**config.mk**
```make
export PLATFORM = sky130hd
export DESIGN_NAME = projectile_pool_fsm_flat
export DESIGN_NICKNAME = d
export VERILOG_FILES = /design/src/rtl/projectile_pool_fsm_if.sv /design/src/rtl/projectile_pool_fsm.sv /design/src/flat_wrapper.sv
export SDC_FILE = /design/constraint.sdc
export NUM_CORES = 1
export LEC_CHECK = 0
export ABC_AREA = 1
export CAP_MARGIN = 20
export CELL_PAD_IN_SITES_DETAIL_PLACEMENT = 1
export CELL_PAD_IN_SITES_GLOBAL_PLACEMENT = 2
export CORE_MARGIN = 4
export CORE_UTILIZATION = 20
export DETAILED_ROUTE_END_ITERATION = 7
export PLACE_DENSITY = 0.88
export SLEW_MARGIN = 40
export SYNTH_ARGS = -nofsm -noshare
export SYNTH_HDL_FRONTEND = slang
export SYNTH_SLANG_ARGS = --single-unit
```
**constraint.sdc**
```tcl
create_clock -name clk -period 2.8 [get_ports clk]
set_input_delay 0.7 -clock clk [delete_from_list [all_inputs] [get_ports clk]]
set_output_delay 0.7 -clock clk [all_outputs]
set_load 0.02 [all_outputs]
```
**src/rtl/projectile_pool_fsm_if.sv**
```systemverilog
// Shooter-side bus for projectile_pool_fsm: requests, pool status and per-slot outputs.
interface projectile_pool_fsm_if #(
  parameter int NUM_SLOTS = 4
);
  logic                   startOfFrame;
  logic                   shootRequestPlayer;
  logic                   shootRequestEnemy;
  logic [NUM_SLOTS-1:0]   projectileEnd;
  logic [3:0]             level;
  logic                   endLevel;
  logic                   speedPowerup;
  logic [NUM_SLOTS-1:0]   visible;
  logic [NUM_SLOTS-1:0]   loadCoordinates;
  logic [NUM_SLOTS*12-1:0] speed;
  logic [NUM_SLOTS-1:0]   beingShot;
  logic                   playerAccept;
  logic                   enemyAccept;
  logic                   shotDropped;

  modport master (
    output startOfFrame, shootRequestPlayer, shootRequestEnemy, projectileEnd,
           level, endLevel, speedPowerup,
    input  visible, loadCoordinates, speed, beingShot,
           playerAccept, enemyAccept, shotDropped
  );

  modport slave (
    input  startOfFrame, shootRequestPlayer, shootRequestEnemy, projectileEnd,
           level, endLevel, speedPowerup,
    output visible, loadCoordinates, speed, beingShot,
           playerAccept, enemyAccept, shotDropped
  );
endinterface

```
**src/rtl/projectile_pool_fsm.sv**
```systemverilog
// Pool of NUM_SLOTS projectile slots shared by player and enemy shooters.
// Each slot runs IDLE -> LOAD_x -> FLY_x -> IDLE; requests get the lowest free slot,
// player first. Player rate is limited by a per-frame cooldown, enemy by an in-flight cap.
// Optional macro PROJECTILE_PENDING_EN: one-deep per-source pending request that is
// retried when a slot frees instead of being dropped.
module projectile_pool_fsm #(
  parameter int NUM_SLOTS                       = 4,
  parameter int MAX_ENEMY_IN_FLIGHT             = 2,
  parameter int PLAYER_COOLDOWN_FRAMES          = 6,
  parameter int ENEMY_PROJECTILE_BASE_SPEED     = 130,
  parameter int PLAYER_PROJECTILE_BASE_SPEED    = 300,
  parameter int LEVEL_SPEED_MODIFIER            = 10,
  parameter int PLAYER_PROJECTILE_POWERUP_SPEED = 200
) (
  input  logic                  clk,
  input  logic                  reset,
  projectile_pool_fsm_if.slave  bus
);

  localparam logic [2:0] ST_IDLE   = 3'd0;
  localparam logic [2:0] ST_LOAD_P = 3'd1;
  localparam logic [2:0] ST_LOAD_E = 3'd2;
  localparam logic [2:0] ST_FLY_P  = 3'd3;
  localparam logic [2:0] ST_FLY_E  = 3'd4;

  localparam logic [NUM_SLOTS-1:0] ONE = NUM_SLOTS'(1);
  localparam logic [3:0]  COOLDOWN_LOAD = 4'(PLAYER_COOLDOWN_FRAMES);
  localparam logic [3:0]  ENEMY_CAP     = 4'(MAX_ENEMY_IN_FLIGHT);
  localparam logic [11:0] P_SPEED_BASE  = 12'(-PLAYER_PROJECTILE_BASE_SPEED);
  localparam logic [11:0] P_SPEED_BOOST =
    12'(-(PLAYER_PROJECTILE_BASE_SPEED + PLAYER_PROJECTILE_POWERUP_SPEED));
  localparam logic [11:0] E_SPEED_BASE  = 12'(ENEMY_PROJECTILE_BASE_SPEED);
  localparam logic [11:0] E_SPEED_STEP  = 12'(LEVEL_SPEED_MODIFIER);

  logic [NUM_SLOTS-1:0] free_mask, enemy_mask;
  logic [NUM_SLOTS-1:0] p_grant, e_free, e_grant;
  logic [3:0]           enemy_count;
  logic                 p_req, e_req, p_gate, e_gate, p_ok, e_ok, p_drop, e_drop;
  logic [3:0]           cool_q, cool_d;
  logic                 p_acc_q, e_acc_q, drop_q;
  logic [11:0]          player_speed, enemy_speed;
`ifdef PROJECTILE_PENDING_EN
  logic                 pend_p_q, pend_p_d, pend_e_q, pend_e_d;
`endif

  assign player_speed = bus.speedPowerup ? P_SPEED_BOOST : P_SPEED_BASE;
  assign enemy_speed  = E_SPEED_BASE + E_SPEED_STEP * {8'd0, bus.level};

  // Per-slot state machine and its combinational outputs.
  generate
    for (genvar gi = 0; gi < NUM_SLOTS; gi++) begin : g_slot
      logic [2:0] st_q, st_d;

      assign free_mask[gi]  = (st_q == ST_IDLE);
      assign enemy_mask[gi] = (st_q == ST_LOAD_E) || (st_q == ST_FLY_E);
      assign bus.loadCoordinates[gi] = (st_q == ST_LOAD_P) || (st_q == ST_LOAD_E);
      assign bus.visible[gi]   = (st_q == ST_FLY_P) || (st_q == ST_FLY_E);
      assign bus.beingShot[gi] = (st_q != ST_IDLE);
      assign bus.speed[12*gi +: 12] = (st_q == ST_FLY_P) ? player_speed :
                                      (st_q == ST_FLY_E) ? enemy_speed  : 12'd0;

      // Next slot state: endLevel flushes; end of flight only counts while flying.
      always_comb begin
        st_d = st_q;
        if (bus.endLevel) begin
          st_d = ST_IDLE;
        end else begin
          case (st_q)
            ST_IDLE: begin
              if (p_ok && p_grant[gi])      st_d = ST_LOAD_P;
              else if (e_ok && e_grant[gi]) st_d = ST_LOAD_E;
            end
            ST_LOAD_P: st_d = ST_FLY_P;
            ST_LOAD_E: st_d = ST_FLY_E;
            ST_FLY_P, ST_FLY_E: if (bus.projectileEnd[gi]) st_d = ST_IDLE;
            default:   st_d = ST_IDLE;
          endcase
        end
      end

      // Slot state register.
      always_ff @(posedge clk or posedge reset) begin
        if (reset) st_q <= ST_IDLE;
        else       st_q <= st_d;
      end
    end
  endgenerate

  // Count slots currently owned by the enemy (loading or flying).
  always_comb begin
    enemy_count = 4'd0;
    for (int i = 0; i < NUM_SLOTS; i++) enemy_count = enemy_count + {3'd0, enemy_mask[i]};
  end

  // Allocation: player gets the lowest free slot, enemy the lowest of what remains.
  always_comb begin
`ifdef PROJECTILE_PENDING_EN
    p_req = bus.shootRequestPlayer | pend_p_q;
    e_req = bus.shootRequestEnemy  | pend_e_q;
`else
    p_req = bus.shootRequestPlayer;
    e_req = bus.shootRequestEnemy;
`endif
    p_gate  = (cool_q == 4'd0);
    e_gate  = (enemy_count < ENEMY_CAP);
    p_grant = free_mask & (~free_mask + ONE);
    p_ok    = !bus.endLevel && p_req && p_gate && (|free_mask);
    e_free  = free_mask & ~(p_ok ? p_grant : '0);
    e_grant = e_free & (~e_free + ONE);
    e_ok    = !bus.endLevel && e_req && e_gate && (|e_free);
  end

  // Refusal handling: drop pulses, and pending capture when only a slot was missing.
  always_comb begin
    p_drop = 1'b0;
    e_drop = 1'b0;
`ifdef PROJECTILE_PENDING_EN
    pend_p_d = pend_p_q;
    pend_e_d = pend_e_q;
    if (bus.endLevel) begin
      pend_p_d = 1'b0;
      pend_e_d = 1'b0;
    end else begin
      // A new request arriving while the pending one is served has nowhere to go.
      if (p_ok) begin
        pend_p_d = 1'b0;
        p_drop   = pend_p_q && bus.shootRequestPlayer;
      end else if (bus.shootRequestPlayer) begin
        if (p_gate && !(|free_mask) && !pend_p_q) pend_p_d = 1'b1;
        else                                      p_drop   = 1'b1;
      end
      if (e_ok) begin
        pend_e_d = 1'b0;
        e_drop   = pend_e_q && bus.shootRequestEnemy;
      end else if (bus.shootRequestEnemy) begin
        if (e_gate && !(|e_free) && !pend_e_q) pend_e_d = 1'b1;
        else                                   e_drop   = 1'b1;
      end
    end
`else
    p_drop = !bus.endLevel && bus.shootRequestPlayer && !p_ok;
    e_drop = !bus.endLevel && bus.shootRequestEnemy  && !e_ok;
`endif
  end

  // Player cooldown: reload on accept, count down per frame, cleared by endLevel.
  always_comb begin
    cool_d = cool_q;
    if (bus.endLevel)                            cool_d = 4'd0;
    else if (p_ok)                               cool_d = COOLDOWN_LOAD;
    else if (bus.startOfFrame && cool_q != 4'd0) cool_d = cool_q - 4'd1;
  end

  // Registered status pulses, cooldown and pending flags.
  always_ff @(posedge clk or posedge reset) begin
    if (reset) begin
      cool_q  <= 4'd0;
      p_acc_q <= 1'b0;
      e_acc_q <= 1'b0;
      drop_q  <= 1'b0;
`ifdef PROJECTILE_PENDING_EN
      pend_p_q <= 1'b0;
      pend_e_q <= 1'b0;
`endif
    end else begin
      cool_q  <= cool_d;
      p_acc_q <= p_ok;
      e_acc_q <= e_ok;
      drop_q  <= p_drop | e_drop;
`ifdef PROJECTILE_PENDING_EN
      pend_p_q <= pend_p_d;
      pend_e_q <= pend_e_d;
`endif
    end
  end

  assign bus.playerAccept = p_acc_q;
  assign bus.enemyAccept  = e_acc_q;
  assign bus.shotDropped  = drop_q;

endmodule

```
**src/flat_wrapper.sv**
```systemverilog
// flat-port wrapper written by rule: the top's interface ports become plain ports
module projectile_pool_fsm_flat 
#(
  parameter int NUM_SLOTS                       = 4,
  parameter int MAX_ENEMY_IN_FLIGHT             = 2,
  parameter int PLAYER_COOLDOWN_FRAMES          = 6,
  parameter int ENEMY_PROJECTILE_BASE_SPEED     = 130,
  parameter int PLAYER_PROJECTILE_BASE_SPEED    = 300,
  parameter int LEVEL_SPEED_MODIFIER            = 10,
  parameter int PLAYER_PROJECTILE_POWERUP_SPEED = 200
)
  (clk, reset, bus_startOfFrame, bus_shootRequestPlayer, bus_shootRequestEnemy, bus_projectileEnd, bus_level, bus_endLevel, bus_speedPowerup, bus_visible, bus_loadCoordinates, bus_speed, bus_beingShot, bus_playerAccept, bus_enemyAccept, bus_shotDropped);
  projectile_pool_fsm_if #(.NUM_SLOTS(NUM_SLOTS)) bus_i ();
  input  logic clk;
  input  logic reset;
  input wire logic [$bits(bus_i.startOfFrame)-1:0] bus_startOfFrame;
  input wire logic [$bits(bus_i.shootRequestPlayer)-1:0] bus_shootRequestPlayer;
  input wire logic [$bits(bus_i.shootRequestEnemy)-1:0] bus_shootRequestEnemy;
  input wire logic [$bits(bus_i.projectileEnd)-1:0] bus_projectileEnd;
  input wire logic [$bits(bus_i.level)-1:0] bus_level;
  input wire logic [$bits(bus_i.endLevel)-1:0] bus_endLevel;
  input wire logic [$bits(bus_i.speedPowerup)-1:0] bus_speedPowerup;
  output wire logic [$bits(bus_i.visible)-1:0] bus_visible;
  output wire logic [$bits(bus_i.loadCoordinates)-1:0] bus_loadCoordinates;
  output wire logic [$bits(bus_i.speed)-1:0] bus_speed;
  output wire logic [$bits(bus_i.beingShot)-1:0] bus_beingShot;
  output wire logic [$bits(bus_i.playerAccept)-1:0] bus_playerAccept;
  output wire logic [$bits(bus_i.enemyAccept)-1:0] bus_enemyAccept;
  output wire logic [$bits(bus_i.shotDropped)-1:0] bus_shotDropped;
  assign bus_i.startOfFrame = bus_startOfFrame;
  assign bus_i.shootRequestPlayer = bus_shootRequestPlayer;
  assign bus_i.shootRequestEnemy = bus_shootRequestEnemy;
  assign bus_i.projectileEnd = bus_projectileEnd;
  assign bus_i.level = bus_level;
  assign bus_i.endLevel = bus_endLevel;
  assign bus_i.speedPowerup = bus_speedPowerup;
  assign bus_visible = bus_i.visible;
  assign bus_loadCoordinates = bus_i.loadCoordinates;
  assign bus_speed = bus_i.speed;
  assign bus_beingShot = bus_i.beingShot;
  assign bus_playerAccept = bus_i.playerAccept;
  assign bus_enemyAccept = bus_i.enemyAccept;
  assign bus_shotDropped = bus_i.shotDropped;
  projectile_pool_fsm #(.NUM_SLOTS(NUM_SLOTS), .MAX_ENEMY_IN_FLIGHT(MAX_ENEMY_IN_FLIGHT), .PLAYER_COOLDOWN_FRAMES(PLAYER_COOLDOWN_FRAMES), .ENEMY_PROJECTILE_BASE_SPEED(ENEMY_PROJECTILE_BASE_SPEED), .PLAYER_PROJECTILE_BASE_SPEED(PLAYER_PROJECTILE_BASE_SPEED), .LEVEL_SPEED_MODIFIER(LEVEL_SPEED_MODIFIER), .PLAYER_PROJECTILE_POWERUP_SPEED(PLAYER_PROJECTILE_POWERUP_SPEED)) u_core (.clk(clk), .reset(reset), .bus(bus_i));
endmodule
```
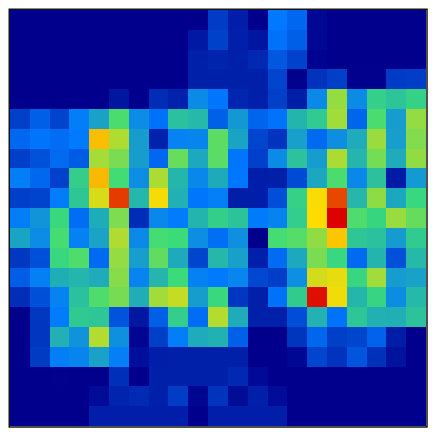
run_1/metal_density.png
(4 px per um) 21 x 21 tiles, from dark blue (low) to red (high), scaled to the fullest tile. Values are wire area over tile area, all layers added.
fullest tile = 0.43
mean over tiles = 0.098
densest ninth of the die = middle right
nearly empty tiles = 26%

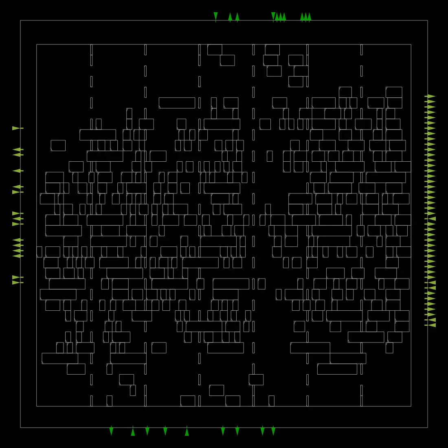
run_1/placement.png
row count: 34
Filler Cells Inserted: 1106
tapcells inserted: 108
utilization after layout: 0.349

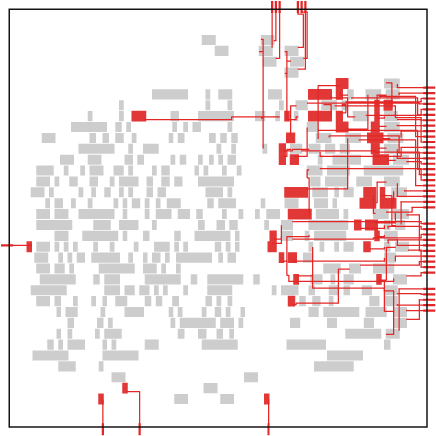
run_1/io_fan.png
(4 px per um)
`bus_speed` -> red  # bits 48, direction output, edge 38 right, 6 top, 3 bottom, 1 left, end cells 40, wire 1150 um

[run 1: power by group]
part	total [W]	leakage, nW	internal (W)	switching [W]
combinational	0.00189	1.26	0.000742	0.00115
clock	0.000209	0.0217	0.000101	0.000109
sequential	0.000457	0.253	0.000362	0.0000949
total	0.00256	1.53	0.00120	0.00135
[run 1: what timing repair did]
| action | 4_1_cts | 5_1_grt |
|---|---|---|
| hold buffers | 0 | 0 |
| setup endpoints to repair | 29 | 24 |
| resized | 156 | 8 |
| pin swaps | 16 | 12 |
| hold endpoints to repair | 0 | 0 |
| buffers inserted | 4 | 3 |
[run 1: flip-flops by register name, summed over array words and instances (netlist names)]
signal                   flops
u_core.cool_q                4
u_core.bus.shotDropped       1
u_core.bus.enemyAccept       1
u_core.bus.playerAccept      1
u_core.g_slot.st_q          12
[run 1: final cells by class]
| class | instances | area (um^2) |
|---|---|---|
| inverters | 41 | 154 |
| fillers | 1106 | 5760 |
| multi-input cells | 202 | 1400 |
| flip-flops and latches | 19 | 475 |
| clock inverters | 1 | 7.51 |
| repair buffers | 92 | 878 |
| clock buffers | 3 | 41.3 |
| well taps | 108 | 135 |
[run 1: through the flow]
step / hold slack [ns] / power, W / cells / setup TNS (ns)
CTS: 0.542 / 0.00258 / 465 / -5.74
global route: 0.619 / 0.00279 / 466 / -6.75
detailed placement: 0.521 / 0.00234 / 459 / -27.39
global placement: 0.508 / 0.00230 / 459 / -26.26
finish: 0.556 / 0.00256 / 466 / -5.74
floorplan: 0.484 / 0.00164 / 276 / -1.08
[run 1: routing by layer]
metal | share of wire | vias up | wire length (um) | global-route usage
li1 | - | 1028 | - | -
met1 | 0.45 | 958 | 3090 | 0.156
met2 | 0.49 | 62 | 3380 | 0.229
met3 | 0.046 | 5 | 314 | 0.0192
met4 | 0.0072 | 0 | 49 | 0.0228
met5 | 0 | - | 0 | 0
[run 1: cells in the final DEF, fill, tap and decap left out, types with 4 or more instances in the layout]
cell type and count:
sky130_fd_sc_hd__nor2_1 18, sky130_fd_sc_hd__buf_4 18, sky130_fd_sc_hd__o21ai_2 5, sky130_fd_sc_hd__conb_1 4
sky130_fd_sc_hd__clkdlybuf4s50_1 40, sky130_fd_sc_hd__dfrtp_1 19, sky130_fd_sc_hd__nor2_2 5, sky130_fd_sc_hd__buf_2 6
sky130_fd_sc_hd__a21oi_1 4, sky130_fd_sc_hd__o21ai_0 12, sky130_fd_sc_hd__nor2_4 7, sky130_fd_sc_hd__nand3_2 4
sky130_fd_sc_hd__dlygate4sd2_1 8, sky130_fd_sc_hd__o21ai_4 5, sky130_fd_sc_hd__buf_6 16, sky130_fd_sc_hd__o22ai_1 5
sky130_fd_sc_hd__inv_2 14, sky130_fd_sc_hd__ha_1 6, sky130_fd_sc_hd__nand2_1 61, sky130_fd_sc_hd__nand3_1 20
sky130_fd_sc_hd__inv_1 27, sky130_fd_sc_hd__nand2_2 14
==> flow_metrics.env, run 1 <==
# yosys + openroad results
export IMPL_antennaDiodeCount=0
export IMPL_post_synth_mux_share=0
export IMPL_die_w_um=104
export IMPL_r2r_setup_slack_ns=0.43
export IMPL_worstHoldStart="u_core.g_slot[3].st_q[2]"
export IMPL_path_common_cell="sky130_fd_sc_hd__ha_4"
export IMPL_synth_xor_area_share=0.0332
export IMPL_synth_cell_type_count=32
export IMPL_postSynth_topFlopCell="sky130_fd_sc_hd__dfrtp_1"
export IMPL_log_warning_count=30
export IMPL_grt_pass1_vias=2205
export IMPL_detail_route_drc_violations=0
export IMPL_global_route_wire_length_before_repair_um=11200
export IMPL_failed_checks="setup timing"
export IMPL_worst_setup_path_start_kind="input port"
export IMPL_cap_viol_max_count=0
export IMPL_timing_critical_path_required_ns=2.10
export IMPL_final_layout_size_suffix_gt1_frac=0.335
export IMPL_synthDominantAreaCellType="sky130_fd_sc_hd__dfrtp_1"
export IMPL_maxClockFrequency_mhz=310
export IMPL_syn_mean_instance_area_um2=6.76
export IMPL_buffer_ports_inserted=73
export IMPL_drt_iter0_markers=34
export IMPL_ys_top_cells_by_count="sky130_fd_sc_hd__nand2_1 (65), sky130_fd_sc_hd__inv_1 (29), sky130_fd_sc_hd__nor2_1 (25)"
export IMPL_num_vias=2053
export IMPL_initial_antenna_violation_count=0
export IMPL_worst_path_stages=9
export IMPL_worstPathCellList="buf_8 -> ha_4 -> ha_4 -> inv_2 -> fa_2 -> nor3_4 -> xnor2_4 -> o21ai_2 -> buf_6"
export IMPL_max_stage_delay_ns=0.50
export IMPL_groute_usage_overall=0.125
export IMPL_cts_root_buffer="sky130_fd_sc_hd__clkbuf_8"
export IMPL_report_final_setup_viol=16
export IMPL_crit_end="bus_speed[19]"
export IMPL_cp_buffers_inverters=3
export IMPL_gr_total_overflow=0
export IMPL_asyncSetResetFlopFracSynth=1.00
export IMPL_detailed_route_wl_um=6840
export IMPL_grt_start_max_net_pins=20
export IMPL_stdcell_area_mm2=0.00309
export IMPL_tritoncts_clock_tree="yes"
export IMPL_gpl_final_weighted_congestion=0.759
export IMPL_core_mm2=0.00885
export IMPL_yosys_top_cells_area="sky130_fd_sc_hd__dfrtp_1 (26%), sky130_fd_sc_hd__nand2_1 (13%), sky130_fd_sc_hd__ha_1 (6.1%)"
export IMPL_ys_sh_simple=0.387
export IMPL_worstReg2RegEnd="u_core.g_slot[2].st_q[2]"
export IMPL_tritoncts_num_buffers=3
export IMPL_cp_data_arrival_time_ns=2.53
export IMPL_detailedPlace_worstSlack_ns=-1.30
export IMPL_setup_worst_path_class="input port to primary output"
export IMPL_clock_sink_count=19
export IMPL_setup_slack_ns=-0.430
export IMPL_hold_path_class="flip-flop to flip-flop"
export IMPL_worst_path_dominant_cell_family="adder cells"
export IMPL_drt_first_pass_iters=4
export IMPL_chip_area_mm2=0.0108
export IMPL_cp_startpoint="bus_level[1]"
export IMPL_layout_nets=384
export IMPL_top_level_ports=78
export IMPL_vias_per_cell=4.41
export IMPL_seq_area_frac_synth=0.258
export IMPL_synth_adder_area_share=0.0719
export IMPL_max_vdd_ir_drop_v=0.000354
export IMPL_outcome="finished with violations"
## Run 2: what changed since run 1
--- a/config.mk
+++ b/config.mk
@@ -9,7 +9,7 @@
 export CAP_MARGIN = 20
 export CELL_PAD_IN_SITES_DETAIL_PLACEMENT = 1
 export CELL_PAD_IN_SITES_GLOBAL_PLACEMENT = 2
-export CORE_MARGIN = 4
+export CORE_MARGIN = 5
 export CORE_UTILIZATION = 20
 export DETAILED_ROUTE_END_ITERATION = 7
 export PLACE_DENSITY = 0.88
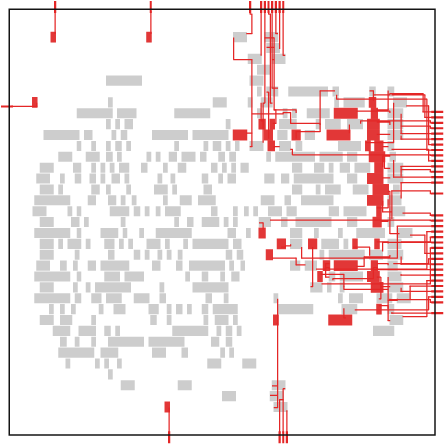
run_2/io_fan.png
(4 px per um)
`bus_speed` -> red  # bits 48, direction output, edge 33 right, 10 top, 4 bottom, 1 left, end cells 40, wire 1100 um

==> run 2 against run 1 <==
Compared with the run above:
- the flow still finishes with violations (setup timing)
- largest cell class unchanged
- critical endpoint is now bus_speed[8]
- largest power group unchanged
- sequential power decreased by 0.9%
- register-to-register slack better by 0.03 ns
- maximum frequency rose by 0.79%
- critical path type unchanged
- hold slack improved by 0.0093 ns
==> flow_metrics.env, run 2 <==
# yosys + openroad results
export IMPL_fin_util=0.337
export IMPL_yosys_top_cells_area="sky130_fd_sc_hd__dfrtp_1 (26%), sky130_fd_sc_hd__nand2_1 (13%), sky130_fd_sc_hd__ha_1 (6.1%)"
export IMPL_final_layout_size_suffix_gt1_frac=0.338
export IMPL_setup_worst_path_class="input port to primary output"
export IMPL_power_frac_comb=0.739
export IMPL_internal_power_w=0.00119
export IMPL_htreeDepth=1
export IMPL_layout_area_overhead_vs_synth_pct=66.2
export IMPL_max_vdd_ir_drop_v=0.000411
export IMPL_drt_first_pass_iters=4
export IMPL_rows=35
export IMPL_vias_per_cell=4.43
export IMPL_groute_usage_overall=0.125
export IMPL_clock_sink_count=19
export IMPL_asyncSetResetFlopFracSynth=1.00
export IMPL_gr_total_overflow=0
export IMPL_synth_cell_type_count=32
export IMPL_tritoncts_clock_tree="yes"
export IMPL_gpl_final_weighted_congestion=0.772
export IMPL_antennaDiodeCount=0
export IMPL_ys_top_cells_by_count="sky130_fd_sc_hd__nand2_1 (65), sky130_fd_sc_hd__inv_1 (29), sky130_fd_sc_hd__nor2_1 (25)"
export IMPL_grt_start_max_net_pins=20
export IMPL_r2r_setup_slack_ns=0.46
export IMPL_power_density_cell_area_mw_per_mm2=826
export IMPL_global_route_wire_length_before_repair_um=11400
export IMPL_stdcell_area_mm2=0.00307
export IMPL_cp_buffers_inverters=5
export IMPL_routed_wire_length_per_instance_um=14.9
export IMPL_grt_pass1_vias=2264
export IMPL_core_mm2=0.00911
export IMPL_failed_checks="setup timing"
export IMPL_tritoncts_num_buffers=3
export IMPL_largest_reg_flops=12
export IMPL_report_final_setup_viol=16
export IMPL_cts_root_buffer="sky130_fd_sc_hd__clkbuf_8"
export IMPL_postSynth_topFlopCell="sky130_fd_sc_hd__dfrtp_1"
export IMPL_die_w_um=106
export IMPL_detail_route_drc_violations=0
export IMPL_report_final_hold_viol_count=0
export IMPL_total_leakage_power_nw=1.51
export IMPL_dp_hpwl_um=5700
export IMPL_power_switching_share=0.529
export IMPL_top_level_ports=78
export IMPL_power_switching_w=0.00134
export IMPL_layout_nets=384
export IMPL_most_common_cell_after_layout_fill_and_taps_aside="sky130_fd_sc_hd__nand2_1"
export IMPL_area_of_the_synthesized_netlist_per_yosys_stat_mm2=0.00185
export IMPL_seq_area_frac_synth=0.258
export IMPL_buffer_ports_inserted=73
export IMPL_worstPathCellList="buf_8 -> ha_4 -> ha_4 -> inv_2 -> fa_2 -> nor3_4 -> buf_6 -> a21oi_4 -> buf_12 -> nor2_4 -> buf_6"
export IMPL_worst_path_dominant_cell_family="adder cells"
export IMPL_ys_cells=273
export IMPL_worst_setup_path_start_kind="input port"
export IMPL_syn_mean_instance_area_um2=6.76
export IMPL_outcome="finished with violations"
export IMPL_cap_viol_max_count=0
export IMPL_fin_tns_setup_ns=-5.64
export IMPL_p_clk_frac=0.082
export IMPL_largest_register="u_core.g_slot.st_q"
export IMPL_chip_area_mm2=0.0112
export IMPL_maxClockFrequency_mhz=312
export IMPL_max_stage_delay_ns=0.64
export IMPL_setup_slack_ns=-0.405
export IMPL_timing_critical_path_required_ns=2.10
export IMPL_rsz0062_at_grt="true"
export IMPL_log_warning_count=30
export IMPL_num_vias=2079
export IMPL_detailed_route_wl_um=6970
export IMPL_synthDominantAreaCellType="sky130_fd_sc_hd__dfrtp_1"
export IMPL_drt_iter0_markers=24
export IMPL_p_seq_frac=0.179
export IMPL_top_regs="u_core.g_slot.st_q (12), u_core.cool_q (4)"
export IMPL_syn_inst=273
export IMPL_mostFrequentLayoutCells="sky130_fd_sc_hd__nand2_1 (61), sky130_fd_sc_hd__clkdlybuf4s50_1 (41), sky130_fd_sc_hd__inv_1 (27), sky130_fd_sc_hd__nand3_1 (20), sky130_fd_sc_hd__dfrtp_1 (19)"
export IMPL_yosys_warnings=0
export IMPL_cp_data_arrival_time_ns=2.50
export IMPL_edf_count=0
export IMPL_initial_antenna_violation_count=0
export IMPL_hold_path_class="flip-flop to flip-flop"
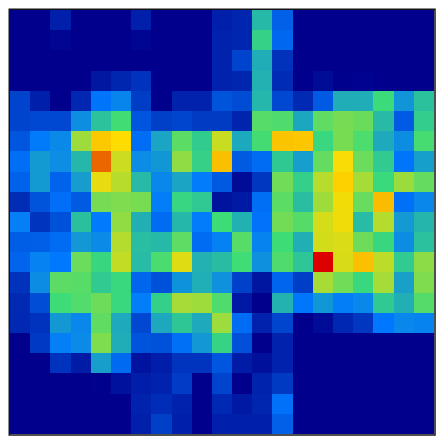
run_2/metal_density.png
(4 px per um) 21 x 21 tiles, from dark blue (low) to red (high), scaled to the fullest tile. Values are wire area over tile area, all layers added.
densest ninth of the die = middle right
fullest tile = 0.39
tiles over half the peak = 18%
nearly empty tiles = 29%
emptiest ninth of the die = lower right
mean over tiles = 0.095

-- run 2: through the flow --
step | total power [W] | std cells | hold WS, ns | setup WS (ns)
4_1_cts | 0.00256 | 468 | 0.564 | -0.403
3_5_place_dp | 0.00233 | 460 | 0.545 | -1.30
2_1_floorplan | 0.00164 | 276 | 0.484 | -0.143
6_report | 0.00253 | 469 | 0.565 | -0.405
3_3_place_gp | 0.00229 | 460 | 0.509 | -1.25
5_1_grt | 0.00277 | 469 | 0.601 | -0.448
-- run 2: timing repair --
action,CTS,global route
endpoints found under the setup margin,31,28
pin swaps,12,4
setup buffers,5,1
hold buffers,0,0
gates resized,150,9
-- run 2: path summary, 6_finish.rpt --
| check | startpoint | to | cells after the start |
|---|---|---|---|
| max reg2reg | u_core.g_slot[0].st_q[0] | u_core.g_slot[3].st_q[0] | 13 |
| min reg2reg | u_core.g_slot[3].st_q[2] | u_core.g_slot[3].st_q[2] | 2 |
| max in group asynchronous | reset | u_core.g_slot[3].st_q[1] | 2 |
| min in group asynchronous | reset | u_core.bus.shotDropped | 2 |
| max | bus_level[1] | bus_speed[8] | 11 |
| min | u_core.g_slot[3].st_q[2] | u_core.g_slot[3].st_q[2] | 2 |
-- run 2: kinds of logic (layout without fill, tap and decap cells) --
logic type | after synthesis | in the layout | share of synthesized area
flip-flops | 19 | 19 | 0.258
other | 1 | 4 | 0.00203
AND-OR/OR-AND | 37 | 37 | 0.111
buffers and inverters | 55 | 137 | 0.137
AND/OR/NAND/NOR | 144 | 144 | 0.387
adder cells (fa/ha/maj) | 10 | 10 | 0.0719
XOR/XNOR | 7 | 7 | 0.0332
-- run 2: tightest hold or removal path: cells and delay by family (launching register included) --
family | cells | cell delay, ns
and+or+nand+nor | 2 | 0.12
DFF | 1 | 0.41
-- run 2: layout make-up --
cell class / instances / area [um^2]
multi-input combinational: 202 / 1390
fill: 1131 / 6040
clock buffer: 3 / 41.3
inverter: 41 / 154
sequential: 19 / 475
timing repair buffer: 92 / 861
tap: 111 / 139
clock inverter: 1 / 7.51
-- run 2: layer usage --
layer / track usage / wire (um)
met1: 0.152 / 3090
met2: 0.235 / 3560
met3: 0.0170 / 268
met4: 0.0268 / 57
met5: 0 / 0
-- run 2: power groups by stage --
stage	registers, W	logic (W)	clock network [W]
detailed placement	0.000457	0.00188	0
finish	0.000453	0.00187	0.000207
floorplan	0.000454	0.00119	0
global route	0.000471	0.00207	0.000230
global placement	0.000452	0.00184	0
CTS	0.000452	0.00189	0.000218
## Run 3: what changed since run 2
--- a/config.mk
+++ b/config.mk
@@ -8,11 +8,12 @@
 export ABC_AREA = 1
 export CAP_MARGIN = 20
 export CELL_PAD_IN_SITES_DETAIL_PLACEMENT = 1
-export CELL_PAD_IN_SITES_GLOBAL_PLACEMENT = 2
+export CELL_PAD_IN_SITES_GLOBAL_PLACEMENT = 1
 export CORE_MARGIN = 5
-export CORE_UTILIZATION = 20
+export CORE_UTILIZATION = 31
 export DETAILED_ROUTE_END_ITERATION = 7
-export PLACE_DENSITY = 0.88
+export PLACE_DENSITY = 0.95
+export REMOVE_ABC_BUFFERS = 1
 export SLEW_MARGIN = 40
 export SYNTH_ARGS = -nofsm -noshare
 export SYNTH_HDL_FRONTEND = slang
==> constraint.sdc (replaced) <==
create_clock -name clk -period 3.8 [get_ports clk]
set_input_delay 0.95 -clock clk [delete_from_list [all_inputs] [get_ports clk]]
set_output_delay 0.95 -clock clk [all_outputs]
set_load 0.02 [all_outputs]
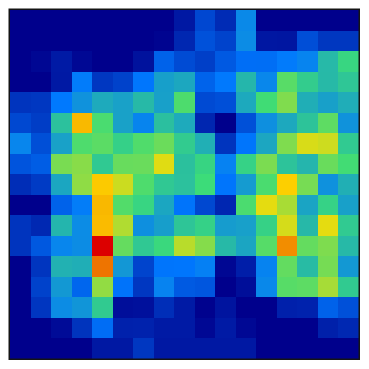
run_3/metal_density.png
(4 px per um) 17 x 17 tiles, from dark blue (low) to red (high), scaled to the fullest tile. Values are wire area over tile area, all layers added.
mean over tiles = 0.14
emptiest ninth of the die = upper left
tiles over half the peak = 18%

==> run 3 against run 2 <==
Compared with the run above:
- the flow now finishes without violations
- via count is 1.2% higher
- total power is 29% lower
- global-route usage is 5.0 points higher
- critical path type unchanged
- largest power group unchanged
==> flow_metrics.env, run 3 <==
# yosys + openroad results
export IMPL_maxClockFrequency_mhz=267
export IMPL_detailed_route_wl_um=6590
export IMPL_layout_nets=375
export IMPL_r2r_setup_slack_ns=1.48
export IMPL_dp_hpwl_um=5460
export IMPL_gr_total_overflow=0
export IMPL_detail_route_drc_violations=0
export IMPL_post_synth_mux_share=0
export IMPL_reg2reg_depth=13
export IMPL_gr_max_usage_layer="met2"
export IMPL_routed_wire_length_per_instance_um=15.5
export IMPL_synth_cell_type_count=32
export IMPL_max_vdd_ir_drop_v=0.000353
export IMPL_hold_fix_buffer_count_after_cts=0
export IMPL_largest_register="u_core.g_slot.st_q"
export IMPL_post_synth_main_logic_family="simple AND/OR/NAND/NOR gates"
export IMPL_antennaDiodeCount=0
export IMPL_worst_setup_path_start_kind="input port"
export IMPL_num_vias=2104
export IMPL_synth_xor_area_share=0.0332
export IMPL_grt_start_max_net_pins=20
export IMPL_syn_inst=273
export IMPL_cp_buffers_inverters=5
export IMPL_grt_pass1_vias=2274
export IMPL_global_route_wire_length_before_repair_um=10800
export IMPL_grtUsageMet2=0.328
export IMPL_yosys_top_cells_area="sky130_fd_sc_hd__dfrtp_1 (26%), sky130_fd_sc_hd__nand2_1 (13%), sky130_fd_sc_hd__ha_1 (6.1%)"
export IMPL_vias_per_cell=4.96
export IMPL_worstHoldStart="u_core.g_slot[1].st_q[2]"
export IMPL_rr_startpoint="u_core.g_slot[1].st_q[0]"
export IMPL_min_delay_worst_endpoint="u_core.g_slot[1].st_q[2]"
export IMPL_grt_util_met3=0.0199
export IMPL_setup_worst_path_class="input port to primary output"
export IMPL_cap_viol_max_count=0
export IMPL_report_final_setup_viol=0
export IMPL_complex_gates_by_area=0.111
export IMPL_drt_iter0_markers=78
export IMPL_worstPathCellList="clkdlybuf4s15_2 -> ha_4 -> ha_4 -> inv_2 -> fa_2 -> buf_6 -> xnor2_2 -> buf_6 -> nor2_2 -> buf_4"
export IMPL_top_regs="u_core.g_slot.st_q (12), u_core.cool_q (4)"
export IMPL_worst_hold_slack_ns=0.574
export IMPL_gpl_final_weighted_congestion=0.824
export IMPL_die_w_um=87.2
export IMPL_yosys_warnings=0
export IMPL_timing_critical_path_required_ns=2.85
export IMPL_report_final_hold_viol_count=0
export IMPL_ys_cells=273
export IMPL_layout_area_overhead_vs_synth_pct=49.5
export IMPL_power_density_cell_area_mw_per_mm2=654
export IMPL_post_cts_repair_setup_buffers=0
export IMPL_synthDominantAreaCellType="sky130_fd_sc_hd__dfrtp_1"
export IMPL_core_mm2=0.00585
export IMPL_max_stage_delay_ns=0.60
export IMPL_synth_adder_area_share=0.0719
export IMPL_log_warning_count=27
export IMPL_mostFrequentLayoutCells="sky130_fd_sc_hd__nand2_1 (64), sky130_fd_sc_hd__clkdlybuf4s50_1 (52), sky130_fd_sc_hd__inv_1 (27), sky130_fd_sc_hd__nor2_1 (21), sky130_fd_sc_hd__nand3_1 (20)"
export IMPL_tritoncts_num_buffers=3
export IMPL_worst_path_dominant_cell_family="adder cells"
export IMPL_worstHoldPathCells=2
export IMPL_outcome="finished, final reports clean"
export IMPL_total_leakage_power_nw=1.37
export IMPL_place_inst=420
export IMPL_rsz0062_at_grt="true"
export IMPL_postSynth_topFlopCell="sky130_fd_sc_hd__dfrtp_1"
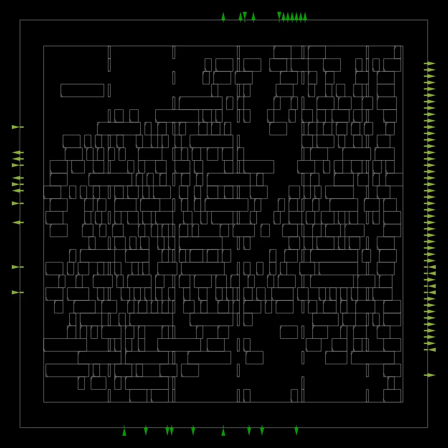
run_3/placement.png
Filler Cells Inserted: 740
utilization after layout: 0.472
sequential cells: 19
row count: 28
final cell count without fillers: 424

-- run 3: how the worst max path moves through the flow --
stage            startpoint       endpoint  cells past startpoint
2_1_floorplan  bus_level[1]  bus_speed[19]                      7
3_3_place_gp   bus_level[1]  bus_speed[43]                      9
3_5_place_dp   bus_level[1]  bus_speed[19]                      9
4_1_cts        bus_level[1]  bus_speed[29]                     10
5_1_grt        bus_level[3]  bus_speed[19]                      9
6_report       bus_level[1]  bus_speed[41]                     10
-- run 3: kinds of logic after synthesis --
group | after synthesis
flops | 19
simple gates | 144
other cells | 1
fa+ha+maj | 10
compound gates | 37
buf+inv | 55
xor+xnor | 7
-- run 3: through the flow --
step | worst slack [ns] | setup TNS [ns] | total power, W | cell area (um^2)
3_5_place_dp | -0.834 | -13.91 | 0.00165 | 2660
6_report | 0.0520 | 0 | 0.00180 | 2760
5_1_grt | -0.0209 | -0.112 | 0.00195 | 2760
4_1_cts | 0.0290 | 0 | 0.00180 | 2720
3_3_place_gp | -0.746 | -11.95 | 0.00160 | 2660
2_1_floorplan | 0.0622 | 0 | 0.00115 | 1760
-- run 3: layout make-up --
type / count / area (um^2)
Timing Repair Buffer: 83 / 762
Fill cell: 740 / 3090
Multi-Input combinational cell: 202 / 1230
Tap cell: 75 / 93.8
Inverter: 41 / 154
Sequential cell: 19 / 475
Clock buffer: 4 / 45.0
-- run 3: timing repair --
item | CTS | global route
setup endpoints to repair | 25 | 12
resized | 106 | 15
pin swaps | 6 | 2
-- run 3: layer usage --
layer  vias up  routed length [um]  share of wire
met5         -                   0              0
met4         0                 126          0.019
met3        13                 396          0.060
met2        78                3350           0.51
met1      1002                2720           0.41
li1       1011                   -              -
-- run 3: report_power, final --
part / leakage [nW] / internal (W) / switching [W]
registers: 0.253 / 0.000267 / 0.0000691
clock network: 0.0228 / 0.0000746 / 0.0000682
logic: 1.10 / 0.000511 / 0.000815
-- run 3: worst min-delay path, delay by kind of cell, from the launching register on --
kind	cells	cell delay [ns]
AOI/OAI and AO/OA	1	0.07
and+or+nand+nor	1	0.09
DFF	1	0.39

==> gallery <==
Register map, names as in the netlist.
(6 px per um)
panel A
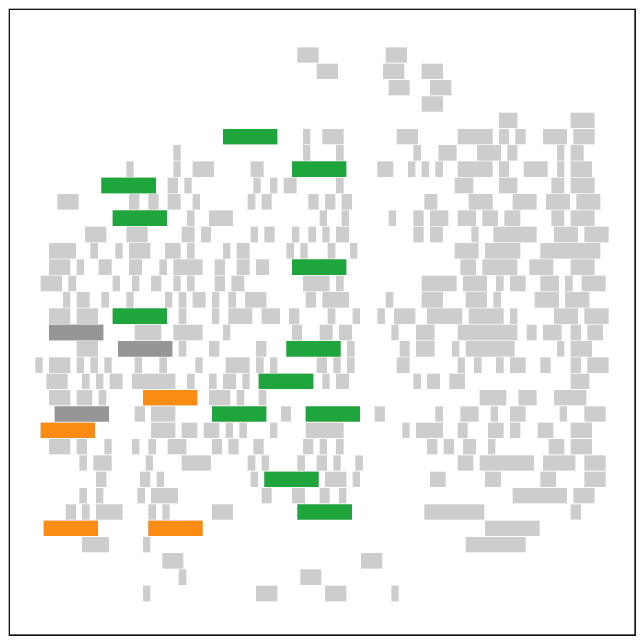
panel B
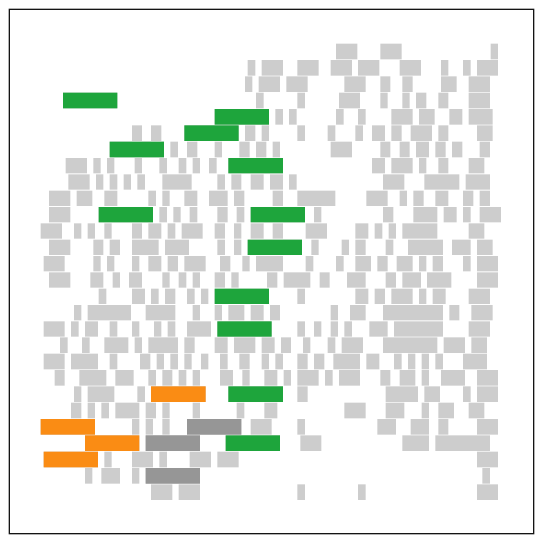
| picture | from |
|---|---|
| panel A | run 1 |
| panel B | run 3 |
- largest die: panel A

Power and IR drop assume default switching activity.
